<file path="config.mk">
export PLATFORM = sky130hd
export DESIGN_NAME = sn74xx151
export DESIGN_NICKNAME = d
export VERILOG_FILES = /design/src/rtl/sn74xx151.sv
export SDC_FILE = /design/constraint.sdc
export NUM_CORES = 1
export LEC_CHECK = 0
export CAP_MARGIN = 30
export CORE_AREA = 2 2 39 41
export CTS_CLUSTER_SIZE = 12
export DETAILED_ROUTE_END_ITERATION = 6
export DIE_AREA = 0 0 41 43
export HOLD_SLACK_MARGIN = 0.15
export SLEW_MARGIN = 30
export SYNTH_ARGS = -nofsm -noshare
export SYNTH_HDL_FRONTEND = slang
export SYNTH_SLANG_ARGS = --single-unit
</file>
<file path="constraint.sdc">
create_clock -name clk -period 2.4 [get_ports clk]
set_input_delay 0.48 -clock clk [delete_from_list [all_inputs] [get_ports clk]]
set_output_delay 0.48 -clock clk [all_outputs]
set_load 0.1 [all_outputs]
</file>
<file path="src/rtl/sn74xx151.sv">
// ---------------------------------------------------------------------------
// sn74xx151 -- 8-to-1 data selector/multiplexer modelled on the 74x151.
//
// The strobe is active-low, and the selector drives complementary outputs.
// A clocked register stage provides synchronous copies of the result for
// downstream clocked logic in the sn74 library.
//
// Parameters:
//   RESET_Q  value loaded into q on reset; _q resets to ~RESET_Q.
//
// Ports:
//   clk   in   1  rising-edge clock for the register stage(s)
//   rst   in   1  asynchronous, active-high reset (register stages only)
//   a     in   8  data inputs D0..D7, a[0] = D0
//   sel   in   3  select code, sel=n routes a[n]
//   str   in   1  strobe, active-low; 1 forces out=0 / _out=1
//   out   out  1  Y, selected data
//   _out  out  1  W, complement of out
//   q     out  1  Y captured on clk
//   _q    out  1  W captured on clk
//
// Optional build macro:
//   SN74XX151_INPUT_REG_EN  registers a/sel/str before the selector.
//     out/_out then lag the ports by one cycle and q/_q lag by two.
//     Under reset the input register holds a=0, sel=0, str=1 (disabled),
//     so out=0 and _out=1 during and just after reset.
//   Undefined (default): out/_out are purely combinational from the ports,
//     and q/_q lag by one cycle.
// ---------------------------------------------------------------------------
module sn74xx151 #(
  parameter logic RESET_Q = 1'b0
) (
  input  logic       clk,
  input  logic       rst,
  input  logic [7:0] a,
  input  logic [2:0] sel,
  input  logic       str,
  output logic       out,
  output logic       _out,
  output logic       q,
  output logic       _q
);

  // Selector operands: either the raw ports or their registered copies.
  logic [7:0] a_s;
  logic [2:0] sel_s;
  logic       str_s;

`ifdef SN74XX151_INPUT_REG_EN
  logic [7:0] a_r;
  logic [2:0] sel_r;
  logic       str_r;

  // The strobe resets to 1 so the selector is disabled while in reset.
  always_ff @(posedge clk or posedge rst) begin
    if (rst) begin
      a_r   <= 8'h00;
      sel_r <= 3'd0;
      str_r <= 1'b1;
    end else begin
      a_r   <= a;
      sel_r <= sel;
      str_r <= str;
    end
  end

  assign a_s   = a_r;
  assign sel_s = sel_r;
  assign str_s = str_r;
`else
  assign a_s   = a;
  assign sel_s = sel;
  assign str_s = str;
`endif

  // The strobe is ANDed in rather than used in a mux.
  // With str=1 the result is a hard 0 even when sel is X/Z.
  always_comb begin
    out  = ~str_s & a_s[sel_s];
    _out = ~out;
  end

  // Output register stage. Reset acts asynchronously, without waiting for clk.
  always_ff @(posedge clk or posedge rst) begin
    if (rst) begin
      q  <= RESET_Q;
      _q <= ~RESET_Q;
    end else begin
      q  <= out;
      _q <= _out;
    end
  end

endmodule

</file>
Fig. 1: run 1, placed cells, one color a class
Scale: 6 px per um.
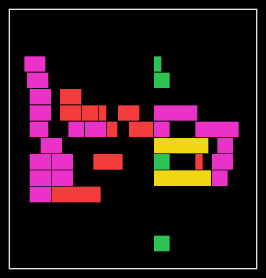
| color | class | cells |
|---|---|---|
| red | remaining logic cells | 10 |
| green | clock drivers and dummy loads | 4 |
| magenta | remaining buffers and delay cells | 19 |
| yellow | registers | 2 |

Fig. 2: run 1, signal wires by layer
Scale: 8 px per um. Two of the layers only.
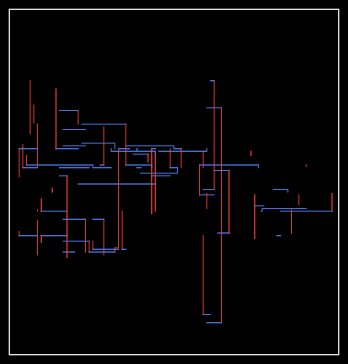
| color | layer | wire length |
|---|---|---|
| red | M2 | 187 um |
| blue | M1 | 147 um |

Fig. 3: run 1, cell area per tile
Scale: 8 px per um. 8 x 9 tiles, from black (low) to pale yellow (high), 0 to 100% covered.
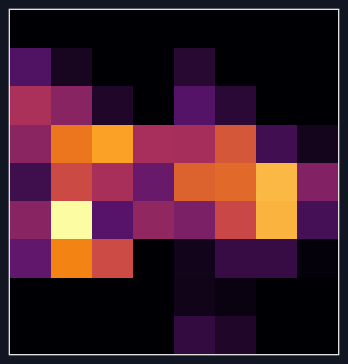
tiles over 75% full: 5.6%
nearly empty tiles: 42%
emptiest ninth of the die: north-east
mean over tiles: 21%
fullest tile: 100%

==> run notes <==
The synthesis run identifies the leading combinational cell family as multiplexers. The total chip power is 0.229 mW, and the power density relative to cell area is 581 nW/um^2. The clock buffer instance count of the final layout is 4, and the instance count on the critical path is 5. Per the detail_route log, met2 wirelength is 187 um. Yosys mapped a number of flops with a built-in enable equal to 0.

The tools report the clock tree root buffer cell as sky130_fd_sc_hd__clkbuf_4. Counting tap cells, the placed design contains a total of 47 instances. With the remaining max-slew budget at the tightest pin at 0.815, the inverter count is 1. The most frequent standard cell in the layout excluding fill and tap cells was sky130_fd_sc_hd__clkdlybuf4s50_1. The busiest layer in global routing is met4. The vertical die dimension reported for this design is 43 um. The placement summary gives the final routability congestion estimate as 0.566.

In this run the critical path is formed by clkdlybuf4s50_1 -> mux4_2 -> nand2b_4 -> and3_4 -> buf_12. The multiplexer share of the synthesized area is 0.324. In the final design, more cell area goes to buffers than to any other class.

Checking hold timing, the worst path is listed with class primary input to asynchronous set/reset pin. The synthesis log from Yosys contains 0 warnings. At the end of the flow, the number of nets in the layout was 50. The total I/O pin count was 18. Clock network contribution to total cell area: 0.0667.

The final critical path time including I/O delays and setup is 2.29 ns, and the area fraction of the dominant cell type after synthesis is 0.200. Before CTS, the worst setup slack after placement is -0.0999 ns. Setup repair after global routing left no endpoint under its margin. The layout report lists the multi-input gate area as 93.8 sq um.

With the tapcell count at 16, the number of hold buffers added after cts is 0. The internal power component was 0.146 mW. The number of sequential cells reported for the layout is 2. The logs give 197 for the via count of the first global-routing pass and 3 for the number of buffers created by CTS. For this run, the script counts the antenna cells in the layout as 0. Along the critical path, the tally of buffer and inverter instances is 2. The final setup violation count was 0.

The flow ran to the end, and the final reports show no timing, DRC or antenna violations. The die is 41 um wide. Power of the combinational group: 0.106 mW.

With the global-route track usage on met1 at 0.0607, the combined flip-flop and latch cell area is 51.3 sq um. Number of resized instances in the post-cts repair step: 4. sky130_fd_sc_hd__mux2i_1 is the most common cell in the netlist.

The routed wire length came out at 407 um. The script extracted a total leakage power of 0.174 nW. The combinational fraction of the cell area was 0.238; the global routing usage on met2 was 0.0750.

Per the STA report, the cell with the highest stage delay on the worst path is sky130_fd_sc_hd__mux4_2. With the non-clock buffer share of cell area at 0.505, the post-route cell area is 394 sq um. In the per-layer summary, the met1 wirelength comes to 146 um. Summing every instance area after synthesis gives 131 sq um. The area added between synthesis and finish works out to 200%. The number of clock sinks was 2; the worst hold slack across all endpoints was 0.404 ns. The run gives 0 as the total of max-cap violations. Per the cell usage report, the commonest logic cells after layout are sky130_fd_sc_hd__clkdlybuf4s50_1, sky130_fd_sc_hd__buf_4, sky130_fd_sc_hd__clkbuf_4. Relative contribution of sequential cells to total power: 0.168. The logs give 0.390 for the sequential area share after synthesis and 11 for the number of distinct library cell variants in the gate-level netlist after synthesis. In this run the worst setup path terminates at out. In the final report, the number of pins over their slew limit comes to 0. The filler cell count in the final layout came out at 154.

After synthesis, the cell types taking the most area are sky130_fd_sc_hd__dfstp_2, sky130_fd_sc_hd__dfrtp_1, sky130_fd_sc_hd__mux4_2, sky130_fd_sc_hd__mux2i_1, sky130_fd_sc_hd__nand3b_1. The first global-routing pass estimated 641 um of wire. With the met3 demand-to-capacity share in global routing at 0.0157, the flop share of the area is 0.130. The synthesized instance count came out at 12. The run gives 51 as the number of standard cells in the final layout excluding fillers.

With the all-layer global routing usage at 0.0611, the pin slew with the least headroom to its limit is 0.280 ns. TritonCTS built the clock tree. Max fanout on the critical path was recorded as 2. The clock network power share is 0.369. The run gives 1.00 for the share of flip-flops with an asynchronous set or reset after synthesis.

Signal routing reaches up to met3. The number of nets in the synthesized netlist is 26. Looking at the setup timing report, the critical path kind is primary input to primary output. The placeable core region is 1380 sq um, and the layout cell share with drive strength beyond 1 is 0.400. In this run the worst setup path begins at a[7].

The number of cell instances after yosys synthesis came out at 12. The worst VDD IR drop from the latest analysis is 154 uV. In this run the tools logged warnings totalling 26. Input and output buffers added on the ports amount to 17. Sequential cells consume a total of 0.0386 mW.

With the initial antenna violation count at 0, the clock slew seen by the registers of the worst setup and hold paths is 0.04 ns. The proportion of total power due to net switching was 0.362; the xor and xnor fraction of the mapped netlist area was 0. Recorded from the global router log, the overflow total was 0. The chip area line in the Yosys stat output reads 131 sq um.
Power and IR drop assume default switching activity.
